<file path="config.mk">
export PLATFORM = sky130hd
export DESIGN_NAME = rocketcpu_wb_initiator
export DESIGN_NICKNAME = d
export VERILOG_FILES = /design/src/rtl/rocketcpu_wb_initiator.sv
export SDC_FILE = /design/constraint.sdc
export NUM_CORES = 1
export LEC_CHECK = 0
export CORE_UTILIZATION = 41
export CTS_CLUSTER_DIAMETER = 30
export DETAILED_ROUTE_END_ITERATION = 10
export HOLD_SLACK_MARGIN = 0.06
export PLACE_DENSITY = 0.79
export SYNTH_ARGS = -nofsm -noshare
export SYNTH_HDL_FRONTEND = slang
export SYNTH_SLANG_ARGS = --single-unit
</file>
<file path="constraint.sdc">
create_clock -name i_wb_clk -period 1.85 [get_ports i_wb_clk]
set_input_delay 0.2775 -clock i_wb_clk [delete_from_list [all_inputs] [get_ports i_wb_clk]]
set_output_delay 0.2775 -clock i_wb_clk [all_outputs]
set_load 0.005 [all_outputs]
</file>
<file path="src/rtl/rocketcpu_wb_initiator.sv">
// rocketcpu_wb_initiator
//   Wishbone classic single-transfer initiator. Takes one read/write command
//   on a valid/ready port, runs one bus cycle (cyc/stb held until ack) and
//   returns read data and status on a valid/ready response port.
//
//   Optional feature macro: ROCKETCPU_WBM_TIMEOUT_EN
//     defined   - watchdog aborts a transfer after TIMEOUT_CYCLES BUS cycles
//                 without ack (response with o_rsp_err=1, o_rsp_dat=0)
//     undefined - BUS waits for ack indefinitely, o_rsp_err tied 0
//
// Ports
//   i_wb_clk, i_wb_rst_n          clock, asynchronous active-low reset
//   i_cmd_valid/o_cmd_ready       command handshake
//   i_cmd_we/adr/dat/sel          command fields (write enable, address, data, byte enables)
//   o_rsp_valid/i_rsp_ready       response handshake
//   o_rsp_dat, o_rsp_err          read data (0 for writes/aborts), abort flag
//   o_wb_adr/dat/sel/we/cyc/stb   Wishbone initiator outputs
//   i_wb_rdt, i_wb_ack            Wishbone read data and acknowledge
module rocketcpu_wb_initiator #(
    parameter int unsigned TIMEOUT_CYCLES = 16
) (
    input  logic        i_wb_clk,
    input  logic        i_wb_rst_n,
    input  logic        i_cmd_valid,
    output logic        o_cmd_ready,
    input  logic        i_cmd_we,
    input  logic [31:0] i_cmd_adr,
    input  logic [31:0] i_cmd_dat,
    input  logic [3:0]  i_cmd_sel,
    output logic        o_rsp_valid,
    input  logic        i_rsp_ready,
    output logic [31:0] o_rsp_dat,
    output logic        o_rsp_err,
    output logic [31:0] o_wb_adr,
    output logic [31:0] o_wb_dat,
    output logic [3:0]  o_wb_sel,
    output logic        o_wb_we,
    output logic        o_wb_cyc,
    output logic        o_wb_stb,
    input  logic [31:0] i_wb_rdt,
    input  logic        i_wb_ack
);

    if (TIMEOUT_CYCLES < 2 || TIMEOUT_CYCLES > 65535) begin : g_bad_timeout
        $error("TIMEOUT_CYCLES must be in 2..65535");
    end

    typedef enum logic [1:0] {
        S_IDLE = 2'd0,
        S_BUS  = 2'd1,
        S_RESP = 2'd2
    } state_t;

    state_t      r_state;
    logic        r_cmd_ready;
    logic        r_rsp_valid;
    logic [31:0] r_rsp_dat;
    logic [31:0] r_wb_adr;
    logic [31:0] r_wb_dat;
    logic [3:0]  r_wb_sel;
    logic        r_wb_we;
    logic        r_wb_cyc;

`ifdef ROCKETCPU_WBM_TIMEOUT_EN
    // Abort fires on the edge where the count would reach TIMEOUT_CYCLES,
    // so cyc stays high for exactly TIMEOUT_CYCLES cycles.
    localparam logic [15:0] LP_LAST = 16'(TIMEOUT_CYCLES - 1);
    logic [15:0] r_cnt;
    logic        r_rsp_err;
`endif

    always_ff @(posedge i_wb_clk or negedge i_wb_rst_n) begin
        if (!i_wb_rst_n) begin
            r_state     <= S_IDLE;
            r_cmd_ready <= 1'b0;
            r_rsp_valid <= 1'b0;
            r_rsp_dat   <= '0;
            r_wb_adr    <= '0;
            r_wb_dat    <= '0;
            r_wb_sel    <= '0;
            r_wb_we     <= 1'b0;
            r_wb_cyc    <= 1'b0;
`ifdef ROCKETCPU_WBM_TIMEOUT_EN
            r_cnt       <= '0;
            r_rsp_err   <= 1'b0;
`endif
        end else begin
            case (r_state)
                S_IDLE: begin
                    // Ready is registered: it rises one edge after entering IDLE,
                    // so a command is never taken on the response handshake edge.
                    r_cmd_ready <= 1'b1;
                    if (i_cmd_valid && r_cmd_ready) begin
                        r_cmd_ready <= 1'b0;
                        r_wb_we     <= i_cmd_we;
                        r_wb_adr    <= i_cmd_adr;
                        r_wb_dat    <= i_cmd_dat;
                        r_wb_sel    <= i_cmd_sel;
                        r_wb_cyc    <= 1'b1;
`ifdef ROCKETCPU_WBM_TIMEOUT_EN
                        r_cnt       <= '0;
`endif
                        r_state     <= S_BUS;
                    end
                end
                S_BUS: begin
                    if (i_wb_ack) begin
                        r_wb_cyc    <= 1'b0;
                        r_rsp_dat   <= r_wb_we ? '0 : i_wb_rdt;
                        r_rsp_valid <= 1'b1;
`ifdef ROCKETCPU_WBM_TIMEOUT_EN
                        r_rsp_err   <= 1'b0;
`endif
                        r_state     <= S_RESP;
                    end
`ifdef ROCKETCPU_WBM_TIMEOUT_EN
                    else if (r_cnt == LP_LAST) begin
                        r_wb_cyc    <= 1'b0;
                        r_rsp_dat   <= '0;
                        r_rsp_err   <= 1'b1;
                        r_rsp_valid <= 1'b1;
                        r_state     <= S_RESP;
                    end else begin
                        r_cnt <= r_cnt + 16'd1;
                    end
`endif
                end
                S_RESP: begin
                    if (i_rsp_ready) begin
                        r_rsp_valid <= 1'b0;
                        r_state     <= S_IDLE;
                    end
                end
                default: r_state <= S_IDLE;
            endcase
        end
    end

    assign o_cmd_ready = r_cmd_ready;
    assign o_rsp_valid = r_rsp_valid;
    assign o_rsp_dat   = r_rsp_dat;
    assign o_wb_adr    = r_wb_adr;
    assign o_wb_dat    = r_wb_dat;
    assign o_wb_sel    = r_wb_sel;
    assign o_wb_we     = r_wb_we;
    assign o_wb_cyc    = r_wb_cyc;
    assign o_wb_stb    = r_wb_cyc;
`ifdef ROCKETCPU_WBM_TIMEOUT_EN
    assign o_rsp_err   = r_rsp_err;
`else
    assign o_rsp_err   = 1'b0;
`endif

endmodule

</file>
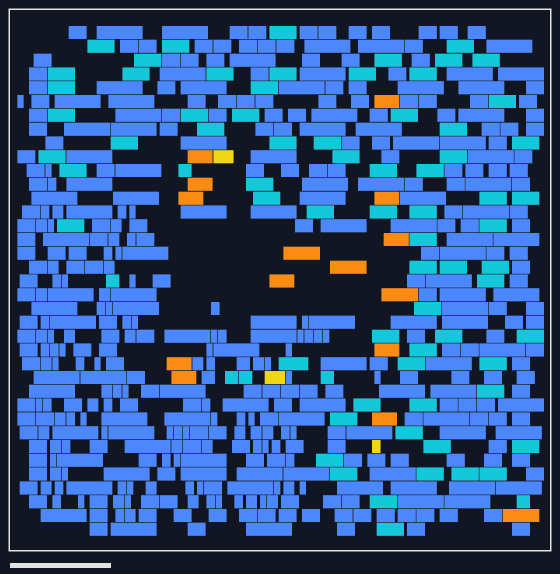
Figure 1: sizing map.
Scale bar: 20 um.
- drive 3 to 4: cyan (cells 75; most used mux2_4)
- drive 2: yellow (cells 3; most used mux2_2)
- drive 1 or less: blue (cells 431; most used clkdlybuf4s50_1)
- drive 6 and up: orange (cells 15; most used clkbuf_8)
finished layout cell area: 6834 um2
area grow syn2layout: 52.78%

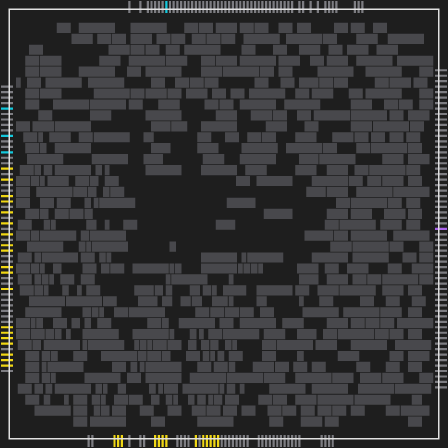
Figure 2: ports around the boundary.
Pins as bars across the die edge, other pins in grey.
- `i_cmd_sel`: cyan (pins 4; direction input; edge 3 left, 1 top)
- `o_wb_stb`: purple (pins 1; direction output; edge right)
- `i_wb_rdt`: yellow (pins 32; direction input; edge 19 left, 13 bottom)
- all pins by edge: 59 right, 53 top, 53 left, 47 bottom
height of the chip: 106.5 um
die boundary width: 106.5 um
# port buffers: 210

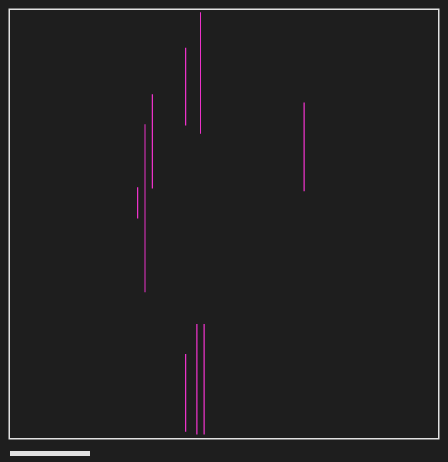
Figure 3: M4 wires.
Scale bar: 20 um.
- share of all routed wire: 2.1%
- nets with wire on the layer: 7
- longest straight run: 41.5 um
via total after detailed routing: 3066
routed wire length: 10510 um

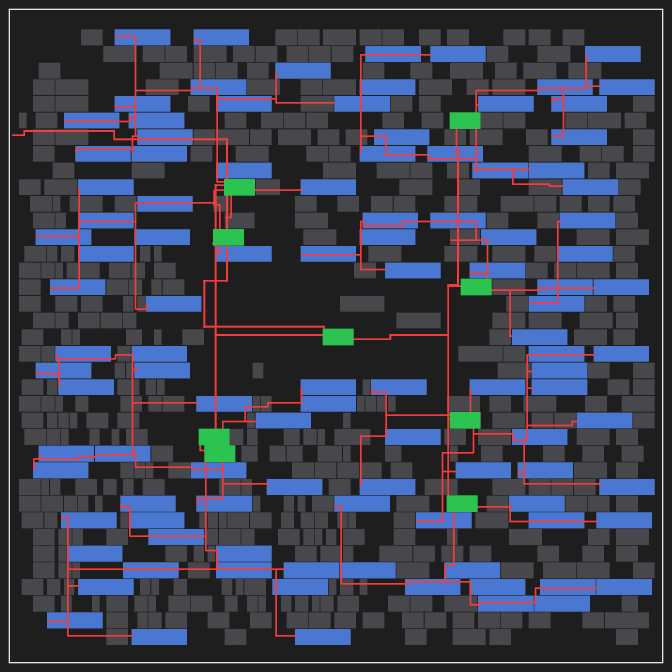
Figure 4: routed clock nets over the placement.
- clock wires: red (length 1210 um)
- flip-flops: blue (count 106)
- cells driving clock nets: green (count 9)
- flops lie: widely spread
- routed clock nets: 10

## state kept, by name, indices dropped and copies added (netlist names)
register / cells
r_state: 2
o_wb_we: 1
o_wb_cyc: 1
o_wb_sel: 4
o_cmd_ready: 1
o_rsp_dat: 32
o_wb_adr: 32
o_rsp_valid: 1
o_wb_dat: 32
## metrics by stage
| stage | instance area [um2] | util [%] | setup slack (ns) |
|---|---|---|---|
| final | 6834 | 65.32 | 0.2526 |
| after global routing | 6834 | 65.32 | 0.1808 |
| after CTS | 6834 | 65.32 | 0.2331 |
| after detailed placement | 6653 | 63.59 | 0.04455 |
| after global placement | 6653 | 63.59 | 0.05378 |
| after floorplan | 4473 | - | 0.4146 |
## how the worst max path moves through the flow
| stage | from | to | slack (ns) | cells after the start |
|---|---|---|---|---|
| finish | o_wb_cyc | o_wb_cyc | 0.25 | 1 |
| global route | o_wb_cyc | o_wb_cyc | 0.18 | 1 |
| CTS | r_state[0] | o_wb_adr[31] | 0.23 | 3 |
| detailed placement | i_cmd_valid | o_wb_adr[31] | 0.04 | 4 |
| global placement | i_cmd_valid | o_wb_adr[31] | 0.05 | 4 |
| floorplan | r_state[1] | o_wb_adr[23] | 0.41 | 4 |
## cell families after synthesis
kind of cell / after synthesis
other: 1
DFF: 106
and+or+nand+nor: 74
buffers and inverters: 22
AOI/OAI and AO/OA: 37
muxes: 70
## area by class of cell
cell class | instances | area, um2 | area share [%]
Clock buffer | 13 | 158.9 | 2.325
Clock inverter | 2 | 12.51 | 0.1831
Inverter | 2 | 7.507 | 0.1098
Multi-Input combinational cell | 182 | 1613 | 23.60
Sequential cell | 106 | 2653 | 38.81
Tap cell | 136 | 170.2 | 2.490
Timing Repair Buffer | 219 | 2220 | 32.48
==> results.txt <==
run metrics: Worst-Skew Late Latency=0.35 ns, outcome=completed, Die Footprint=between 10000 and 15000 um2, Largest cells by area=sky130_fd_sc_hd__dfrtp_1 59%, sky130_fd_sc_hd__mux2_4 23%, sky130_fd_sc_hd__nand2b_1 4.6%, TritonCTS clock tree=done, area share of xor/xnor cells in the synthesized design=0%, clock distribution power=1.28 mW, Top Layout Cells=209 x sky130_fd_sc_hd__clkdlybuf4s50_1, 106 x sky130_fd_sc_hd__dfrtp_1, 68 x sky130_fd_sc_hd__mux2_4, count of placed standard cells in the final layout, fillers left out=660, final cycle utilization of the critical path=roughly 86%, netlist area before placement=4473 um2, Area leader share=approximately three fifths, clock-pin slew on the worst setup and hold paths=0.10 ns, reported combinational group power=5.33 mW, number of synthesis warnings=0, combinational group share of total power=49.9%, Post-CTS Hold Fix Bufs=1, power density relative to cell area=about 1600 nW/um2, setup clock skew after layout=0.007352 ns, cell-by-cell trace of the critical path=clkdlybuf4s50_1, setup tns final=0 ns, worst vdd ir=roughly 0.63 mV, combined buffer and inverter count along the critical path=1, highest-utilization routing layer at the global route stage=met2, Simple-Gate Area Share=roughly 8.4%, delay-heaviest family, CP=buffers and inverters, commonest register cell after synthesis=sky130_fd_sc_hd__dfrtp_1, Critical Path End Type=output pin, Commonest cells post-synth=106 x sky130_fd_sc_hd__dfrtp_1, 68 x sky130_fd_sc_hd__mux2_4, 34 x sky130_fd_sc_hd__nand2_1, 34 x sky130_fd_sc_hd__o21ai_0, 33 x sky130_fd_sc_hd__nand2b_1, clock root buffer=sky130_fd_sc_hd__clkbuf_8, grt met3 use=5.947%, number of antenna violations at the first check in global routing=0, clock period minus final worst setup slack=1.597 ns, fraction of power consumed by the clock network=12.0%, RSZ-0062 raised after global routing=no, multiplexer fraction of the synthesized cell area=roughly a quarter, post-synthesis cell type with the largest combined area=sky130_fd_sc_hd__dfrtp_1, Worst Reg-to-Reg Cells=3, Post-CTS Resized=0, final hold slack=0.4817 ns, power in sequential cells=around 4.1 mW, Worst Path Max Fanout=4, highest signal layer in the routed design=met4, worst slew pin tran=just under 0.6 ns, Fill cells=between 800 and 900, number of global-route vias before repair=3318, Pins Over Slew Limit=0, leakage dissipation=2.970 nW, Final setup violation count=0, launch point of the worst reg-to-reg path=r_state[0], Mapped Nets=roughly 420, Register-to-Register Setup Slack=between 0.2 and 0.3 ns, PnR Total Power=between 10 and 15 mW, met1 GRT Util=between 20% and 30%, internal cell power=7.680 mW, area of the synthesized netlist per yosys stat=4473 um2, most frequent cell after synthesis=sky130_fd_sc_hd__dfrtp_1, Cells after DPL=644, Init Core Util=42.75%, post-detailed-route count of antenna-violating nets=0, Flop pwr share=38.1%, final hold viol count=0, Max Freq=0.6260 GHz
Power and IR drop assume default switching activity.
